**src/rtl/fifo_wr_ptr_ctrl.sv**
```systemverilog
// Write-side pointer control for an async FIFO: Gray pointer, read-pointer sync, flags.
// Optional sticky overflow flag enabled by FIFO_WR_OVERFLOW_DETECT_EN.
module fifo_wr_ptr_ctrl #(
  parameter int ADDR_WIDTH       = 3,
  parameter int DEPTH            = 8,
  parameter int ALMOST_WR_MARGIN = 1,
  parameter int N_FLOP_CROSS     = 2
) (
  input  logic                  i_wr_clk,
  input  logic                  i_wr_rst_n,
  input  logic                  i_wr_valid,
  output logic                  o_wr_ready,
  input  logic [ADDR_WIDTH:0]   i_rdom_rd_ptr_gray,
  output logic                  o_wr_en,
  output logic [ADDR_WIDTH-1:0] o_wr_addr,
  output logic [ADDR_WIDTH:0]   o_wr_ptr_bin,
  output logic [ADDR_WIDTH:0]   o_wr_ptr_gray,
  output logic [ADDR_WIDTH:0]   o_wdom_rd_ptr_bin,
  output logic [ADDR_WIDTH:0]   o_wr_count,
  output logic                  o_wr_full,
  output logic                  o_wr_almost_full,
  output logic                  o_wr_overflow
);

  localparam int AW = ADDR_WIDTH;
  typedef logic [AW:0] ptr_t;
  localparam ptr_t AF_THR = ptr_t'(DEPTH - ALMOST_WR_MARGIN);

  function automatic ptr_t gray2bin(input ptr_t g);
    ptr_t b;
    b[AW] = g[AW];
    for (int i = AW - 1; i >= 0; i--) begin
      b[i] = b[i+1] ^ g[i];
    end
    return b;
  endfunction

  ptr_t r_wr_ptr_bin;
  ptr_t r_wr_ptr_gray;
  ptr_t r_sync [N_FLOP_CROSS];
  logic r_full;
  logic r_afull;

  logic w_accept;
  ptr_t w_ptr_next;
  ptr_t w_rd_bin;
  ptr_t w_cnt_next;
  logic w_full_next;

  assign w_accept    = i_wr_valid & ~r_full;
  assign w_ptr_next  = r_wr_ptr_bin + ptr_t'(w_accept);
  assign w_rd_bin    = gray2bin(r_sync[N_FLOP_CROSS-1]);
  assign w_cnt_next  = w_ptr_next - w_rd_bin;
  assign w_full_next = (w_ptr_next[AW] != w_rd_bin[AW]) &&
                       (w_ptr_next[AW-1:0] == w_rd_bin[AW-1:0]);

  always_ff @(posedge i_wr_clk or negedge i_wr_rst_n) begin
    if (!i_wr_rst_n) begin
      r_wr_ptr_bin  <= '0;
      r_wr_ptr_gray <= '0;
      r_full        <= 1'b0;
      r_afull       <= 1'b0;
    end else begin
      r_wr_ptr_bin  <= w_ptr_next;
      r_wr_ptr_gray <= w_ptr_next ^ (w_ptr_next >> 1);
      r_full        <= w_full_next;
      r_afull       <= (w_cnt_next >= AF_THR);
    end
  end

  // Only the last stage is consumed; earlier stages resolve metastability.
  always_ff @(posedge i_wr_clk or negedge i_wr_rst_n) begin
    if (!i_wr_rst_n) begin
      for (int i = 0; i < N_FLOP_CROSS; i++) begin
        r_sync[i] <= '0;
      end
    end else begin
      r_sync[0] <= i_rdom_rd_ptr_gray;
      for (int i = 1; i < N_FLOP_CROSS; i++) begin
        r_sync[i] <= r_sync[i-1];
      end
    end
  end

`ifdef FIFO_WR_OVERFLOW_DETECT_EN
  logic r_ovf;
  always_ff @(posedge i_wr_clk or negedge i_wr_rst_n) begin
    if (!i_wr_rst_n) begin
      r_ovf <= 1'b0;
    end else if (i_wr_valid && r_full) begin
      r_ovf <= 1'b1;
    end
  end
  assign o_wr_overflow = r_ovf;
`else
  assign o_wr_overflow = 1'b0;
`endif

  assign o_wr_ready        = ~r_full;
  assign o_wr_en           = w_accept;
  assign o_wr_addr         = r_wr_ptr_bin[AW-1:0];
  assign o_wr_ptr_bin      = r_wr_ptr_bin;
  assign o_wr_ptr_gray     = r_wr_ptr_gray;
  assign o_wdom_rd_ptr_bin = w_rd_bin;
  assign o_wr_count        = r_wr_ptr_bin - w_rd_bin;
  assign o_wr_full         = r_full;
  assign o_wr_almost_full  = r_afull;

endmodule

```
**config.mk**
```make
export PLATFORM = sky130hd
export DESIGN_NAME = fifo_wr_ptr_ctrl
export DESIGN_NICKNAME = d
export VERILOG_FILES = /design/src/rtl/fifo_wr_ptr_ctrl.sv
export SDC_FILE = /design/constraint.sdc
export NUM_CORES = 1
export LEC_CHECK = 0
export CAP_MARGIN = 20
export CORE_ASPECT_RATIO = 0.7
export CORE_MARGIN = 2
export CORE_UTILIZATION = 43
export CTS_CLUSTER_DIAMETER = 100
export DETAILED_ROUTE_END_ITERATION = 10
export GPL_TIMING_DRIVEN = 1
export PLACE_DENSITY = 0.84
export SYNTH_ARGS = -nofsm -noshare
export SYNTH_HDL_FRONTEND = slang
export SYNTH_SLANG_ARGS = --single-unit
```
**constraint.sdc**
```tcl
create_clock -name i_wr_clk -period 2.9 [get_ports i_wr_clk]
set_input_delay 0.29 -clock i_wr_clk [delete_from_list [all_inputs] [get_ports i_wr_clk]]
set_output_delay 0.29 -clock i_wr_clk [all_outputs]
set_load 0.01 [all_outputs]
```
### Clock network drawn from the DEF, run 1

Drawn at 6 px/um.
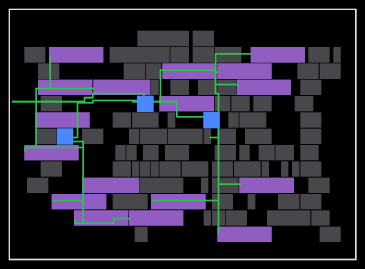
blue -> cells driving clock nets  # count 3
green -> clock wires  # length 200 um
purple -> flip-flops  # count 17
routed clock nets = 4

### Routed metal, one color a layer, run 1

Drawn at 6 px/um. Only two layers are drawn.
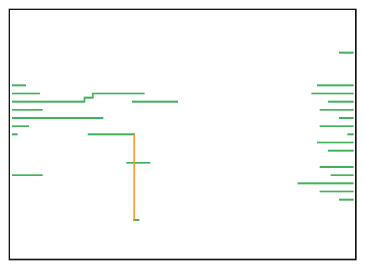
green -> met3  # wire length 144 um
orange -> met4  # wire length 14.3 um

==> impl_metrics.ini, run 1 <==
; generated from flow reports
[layout]
n_antenna_cell = 0
stdcell_area_mm2 = 0.001205
final-clk-cell-share = 0.02181
fin_util = 0.6441
signal_buffers = 32
area_growth_pct = 39.77
clockBufferCount = 4
dominant_cells = registers
comb_cells = 36
comb_area_frac = 0.3126
comb_area_um2 = 376.6

[die]
fp-row-count = 13
die_y_um = 41.46
initial_utilization = 0.4609
dieWidth_um = 57.52
n_tap_cell = 22

[worst_setup_path]
crit_chain = xor2_4 -> xnor2_2 -> xnor2_2 -> ha_1 -> inv_1 -> fa_1 -> xor2_1 -> dlygate4sd2_1
required_ps = 2610
cp-endpoint = o_wr_count[2]
cp_num_cells = 8
r2r_start = r_sync[2]
worst-path-buf-inv = 2
crit_top_cell = xnor2_2
critPathMaxFanout = 3

[synth]
avgSynthCellArea_um2 = 12.68
synthCells = 68
synthAdderAreaFrac = 0.1626
synthDistinctLibCells = 19
ys_top_cells_by_count = dfrtp_1 (17), inv_1 (9), ha_1 (8), buf_4 (6)
ys_sh_xor = 0.1669
top_cells_by_area = dfrtp_1 (49%), ha_1 (12%), buf_4 (5.2%), xnor2_1 (5.1%), xor2_1 (5.1%)
synth_seq_share = 0.4935
top_area_cell = dfrtp_1
compound_area_frac = 0.03193
yosys_warnings = 0

[clock_network]
cts_made_buffers = 3
postCtsSetupRepairBufs = 1
root_buffer = clkbuf_4
holdBufCountCts = 0
cts_resized = 8
clockBufferDepth = 2
clk_latency_ps = 290

[power_and_ir_drop]
intPower_uw = 871.9
swShare = 0.3833
vdd_ir_drop_max_mv = 0.6653
power_uw = 1414
p_leak_uw = 0.0005554
powerSeq_uw = 374
switching_power_uw = 541.8
p_seq_frac = 0.265

[sta]
clock_skew_ps = 4.589
hold_ws_ps = 361.4
finalCritPeriodShare = 0.9353
fmax_mhz = 368.7
slew_violations = 0

[placement]
gp_congestion = 0.7481
portBuffers = 29
pre_cts_ws_ps = 146.4
dpl.hpwl_um = 1321

[route]
drtIter0Drc = 12
vias = 545
wl_met2_um = 790
antenna_left = 0
wl_met1_um = 658
routed_wl_um = 1607

[job]
tool_warnings = 26
maxCapViolations = 0

[global_routing]
grt_max_degree = 18
grt-busiest-layer = met2

[hold_path]
hold_depth = 0
hp-class = register to register

[outcome]
run_status = finished clean
### Routing congestion, run 1

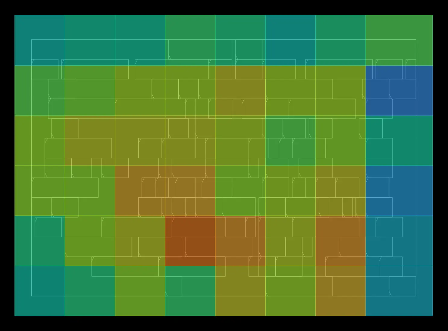
met1 usage: 0.1955
GRT Total Usage: 0.1577
M3 GR Usage: 0.07165
Avg WL per Cell: 13.39 um

run 1: sequential cells by signal, indices dropped and copies added, names as in the netlist:
register	cells
o_wr_ptr_gray	3
o_wr_ptr_bin	4
o_wdom_rd_ptr_bin	1
r_sync	7
o_wr_almost_full	1
o_wr_full	1
run 1: cells in the final DEF (no fill, tap or decap), drive strengths merged, types with 2 or more instances in the layout:
master / netlist / routed
clkbuf: 0 / 4
dlygate4sd2: 0 / 3
xnor2: 6 / 6
buf: 6 / 3
xor2: 6 / 6
nand3: 2 / 2
dfrtp: 17 / 17
fa: 2 / 2
ha: 8 / 8
clkdlybuf4s50: 0 / 26
nor2b: 2 / 2
inv: 9 / 9
a21oi: 3 / 3
### Gate-type map, run 1

Drawn at 8 px/um.
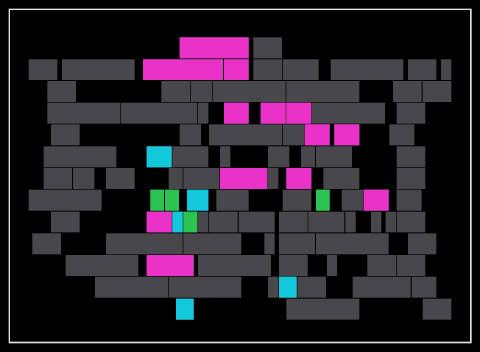

## Run 2: what changed since run 1
Settings changed: REMOVE_ABC_BUFFERS from default to 1.
### Gate-type map, run 2

Drawn at 8 px/um.
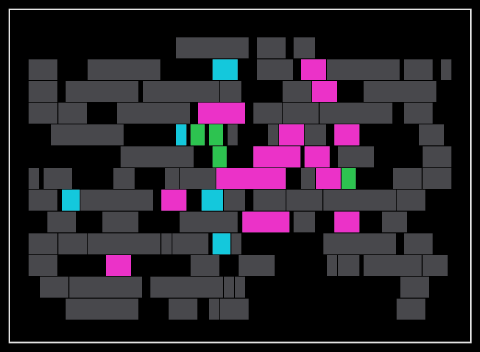
green -> inverting AOI/OAI gates  # cells 4, where middle
cyan -> NOR gates  # cells 5
magenta -> XOR/XNOR gates  # cells 13

### Signal wires on met1, run 2

Drawn at 6 px/um. Supply wires on this layer in gray.
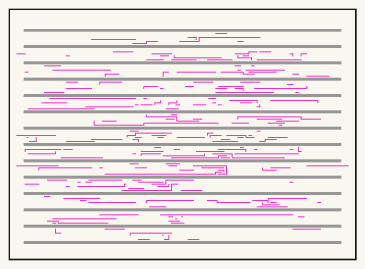
share of all routed wire = 44%
longest straight run = 22.1 um

==> impl_metrics.ini, run 2 <==
; generated from flow reports
[route]
drc_errors = 0
antenna_left = 0
routed_wl_um = 1608
vias = 554
drtIter0Drc = 3
post_drt_wl_per_cell_um = 13.40

[placement]
pre_cts_ws_ps = 198.9
dpl.hpwl_um = 1275
portBuffers = 29
gp_congestion = 0.7535

[global_routing]
grt-busiest-layer = met2
grt_first_pass_wirelength_um = 2628
grt_usage = 0.1549
grt_overflow = 0
use_met3 = 0.06542
use_met1 = 0.1927
grt_max_degree = 18
antenna_found_initial = 0
gr-usage-met2 = 0.2409

[worst_setup_path]
cp-endpoint = o_wr_count[2]
critPathMaxFanout = 3
cp-end-kind = output port
crit_top_cell = xnor2_2
worst-path-buf-inv = 2
r2r_start = o_wdom_rd_ptr_bin[3]
crit_family = XOR/XNOR gates
required_ps = 2610
crit_chain = xor2_2 -> xnor2_2 -> xnor2_2 -> ha_1 -> inv_1 -> fa_1 -> xor2_1 -> dlygate4sd2_1
cp_num_cells = 8
r2r_cells = 10

[layout]
n_antenna_cell = 0
dominant_cells = registers
comb_cells = 36
bufAreaShareNonClock = 0.2615
lay_top_cells = clkdlybuf4s50_1 (26), dfrtp_1 (16), inv_1 (9), ha_1 (8), xor2_1 (5)
lay_top_count = clkdlybuf4s50_1
clockBufferCount = 3
largest_register_ff_count = 7
final-clk-cell-share = 0.02510
stdcell_area_mm2 = 0.001196
comb_area_um2 = 365.4
regMostFlops = r_sync
comb_area_frac = 0.3054
area_growth_pct = 38.75
signal_buffers = 32
fin_util = 0.6395
flop_area_um2 = 426.7

[synth]
ys_sh_xor = 0.1669
synthDistinctLibCells = 19
synthCells = 68
ys_top_cells_by_count = dfrtp_1 (17), inv_1 (9), ha_1 (8), buf_4 (6)
compound_area_frac = 0.03193
synth_seq_share = 0.4935
synthAdderAreaFrac = 0.1626
top_cells_by_area = dfrtp_1 (49%), ha_1 (12%), buf_4 (5.2%), xnor2_1 (5.1%), xor2_1 (5.1%)
ys_cells = 68
yosys_warnings = 0
ys_area_um2 = 862.1
avgSynthCellArea_um2 = 12.68
ys_sh_simple = 0.04935
top_area_frac = 0.4935
synth_area_um2 = 862.1
mux_share = 0
top_area_cell = dfrtp_1

[die]
initial_utilization = 0.4609
die_y_um = 41.46
dieWidth_um = 57.52
n_tap_cell = 22
fp-row-count = 13

[sta]
hold_ws_ps = 357.6
fin_ws_ps = 210.4
period_needed_ps = 2690
relSlewSlack = 0.5025
tightest_slew_ps = 743.9
fmax_mhz = 371.8
finalCritPeriodShare = 0.9274
clock_skew_ps = 2.743
final.setup.tns_ps = 0
setup_viol = 0
slew_violations = 0

[outcome]
run_status = finished clean

[job]
tool_warnings = 25
maxCapViolations = 0

[clock_network]
holdBufCountCts = 0
cts_made_buffers = 3
clk_latency_ps = 300
clockBufferDepth = 2
root_buffer = clkbuf_4

[power_and_ir_drop]
switching_power_uw = 550.7
intPower_uw = 868.8
vdd_ir_drop_max_mv = 0.7037
powerDensity_mw_per_mm2 = 1187
swShare = 0.3880
power_uw = 1419
p_seq_frac = 0.265
p_leak_uw = 0.0005536

[hold_path]
hold_depth = 0
hp-class = register to register
worstHoldStart = r_sync[7]
run 2: cell counts after synthesis:
No cell type changed its count.
run 2: what timing repair did:
| action | 4_1_cts | 5_1_grt |
|---|---|---|
| setup endpoints to repair | 3 | 0 |
| resized | 6 | 0 |
| buffers inserted | 1 | 0 |
run 2: power groups by stage:
stage	clock network [uW]	logic, uW	registers (uW)
after floorplan	0	456	420
after global placement	0	918	376
after detailed placement	0	948	382
after CTS	141	924	378
after global routing	152	1010	392
final	134	909	376
run 2: routing by layer:
metal | wire [um] | up-vias
met5 | 0 | -
met4 | 23 | 0
met3 | 133 | 4
met2 | 744 | 28
met1 | 706 | 252
li1 | - | 270
### Routing congestion, run 2

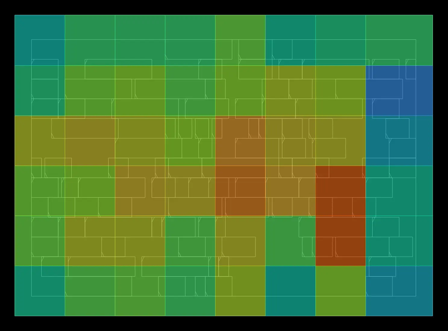

## Run 3: what changed since run 2
Settings changed: CELL_PAD_IN_SITES_DETAIL_PLACEMENT from default to 1, CELL_PAD_IN_SITES_GLOBAL_PLACEMENT from default to 2, CORE_UTILIZATION 43 to 27.
Clock period 2.9 ns to 3 ns, I/O delays scaled along.
### Routing congestion, run 3

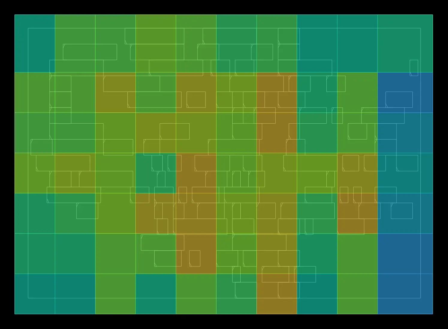
Avg WL per Cell: 13.50 um
GRT Total Usage: 0.1107
met1 usage: 0.1305
global-route layer with the greatest usage: met2

==> impl_metrics.ini, run 3 <==
; generated from flow reports
[global_routing]
grt_max_degree = 18
use_met3 = 0.04536
grt_first_pass_wirelength_um = 2994
gr-usage-met2 = 0.1975
antenna_found_initial = 0

[route]
wl_met1_um = 769
vias = 561
routed.top_layer = met3
drc_errors = 0
met3_length_um = 135
wl_met2_um = 918
antenna_left = 0
drtIter0Drc = 9
routed_wl_um = 1823

[worst_setup_path]
cp_num_cells = 8
critPathMaxFanout = 4
crit_top_cell = xnor2_2
required_ps = 2700
crit_chain = xor2_4 -> xnor2_2 -> xnor2_2 -> ha_1 -> inv_1 -> fa_1 -> xor2_1 -> clkdlybuf4s50_1
r2r_start = o_wdom_rd_ptr_bin[3]
worst-path-buf-inv = 2
crit_family = XOR/XNOR gates
cp-end-kind = output port

[clock_network]
cts_made_buffers = 3
root_buffer = clkbuf_8
cts_resized = 1
holdBufCountCts = 0
clockBufferDepth = 2
clk_latency_ps = 250
postCtsSetupRepairBufs = 0
cts_tree = built

[die]
core-area_mm2 = 0.003105
initial_utilization = 0.2776
die_y_um = 51.28
n_tap_cell = 38

[placement]
gp_congestion = 0.7684
dpl.hpwl_um = 1551
pre_cts_ws_ps = 238.1
portBuffers = 29

[sta]
fin_ws_ps = 144.7
slew_violations = 0
clock_skew_ps = 2.991
period_needed_ps = 2855
finalCritPeriodShare = 0.9518
relSlewSlack = 0.4852
tightest_slew_ps = 769.8

[hold_path]
worstHoldStart = r_sync[4]
hp-class = register to register
hold_depth = 0

[power_and_ir_drop]
power_uw = 1460
p_seq_frac = 0.248
powerDensity_mw_per_mm2 = 1179
switching_power_uw = 546.9
pg_comb_uw = 931
intPower_uw = 913.3
p_clk_uw = 167
vdd_ir_drop_max_mv = 0.3927
top_power_group = combinational cells

[layout]
signal_buffers = 31
area_growth_pct = 43.69
flop_area_um2 = 426.7
regMostFlops = r_sync
n_antenna_cell = 0
bufAreaShareNonClock = 0.2485
comb_area_um2 = 376.6
lay_top_cells = clkdlybuf4s50_1 (28), dfrtp_1 (16), inv_1 (9), ha_1 (8), xor2_1 (5)
comb_area_frac = 0.3040
final-clk-cell-share = 0.03737
lay_top_count = clkdlybuf4s50_1
dominant_cells = registers
comb_cells = 36
clockBufferCount = 3
flop-count = 17

[synth]
ys_cells = 68
synthAdderAreaFrac = 0.1626
synthCells = 68
synth_seq_share = 0.4935
ys_area_um2 = 862.1
compound_area_frac = 0.03193
ys_sh_simple = 0.04935
synth_area_um2 = 862.1
synth.logic.top_family = XOR/XNOR gates
top_cells_by_area = dfrtp_1 (49%), ha_1 (12%), buf_4 (5.2%), xnor2_1 (5.1%), xor2_1 (5.1%)
avgSynthCellArea_um2 = 12.68
top_area_frac = 0.4935
top_area_cell = dfrtp_1
synthDistinctLibCells = 19
ys_top_cells_by_count = dfrtp_1 (17), inv_1 (9), ha_1 (8), buf_4 (6)
ys.flops = 17
ys_sh_xor = 0.1669

[outcome]
run_status = finished clean

[job]
tool_warnings = 25
### Gate-type map, run 3

Drawn at 6 px/um.
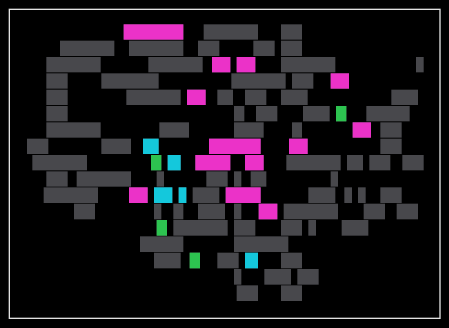
green -> inverting AOI/OAI gates  # cells 4
cyan -> NOR gates  # cells 5
magenta -> XOR/XNOR gates  # cells 13

==> run 3: cell counts after synthesis <==
Identical to the previous run, type by type.
==> run 3: final timing paths <==
kind / slack (ps) / end
worst max-delay path: 140 / o_wr_count[2]
worst min register to register: 350 / r_sync[0]
min in group asynchronous: 510 / r_sync[4]
worst max register to register: 600 / o_wr_almost_full
max in group asynchronous: 1970 / o_wdom_rd_ptr_bin[3]
worst min-delay path: 350 / r_sync[0]
==> run 3: through the flow <==
step                      area, um2  hold slack [ps]  instances
after global routing           1239            361.7        135
after floorplan               817.0            4.409         62
after detailed placement       1170            338.6        131
final                          1239            350.3        135
after CTS                      1224            353.9        135
after global placement         1170            332.7        131
No activity file was given, so power comes from the tool's default toggle rates.
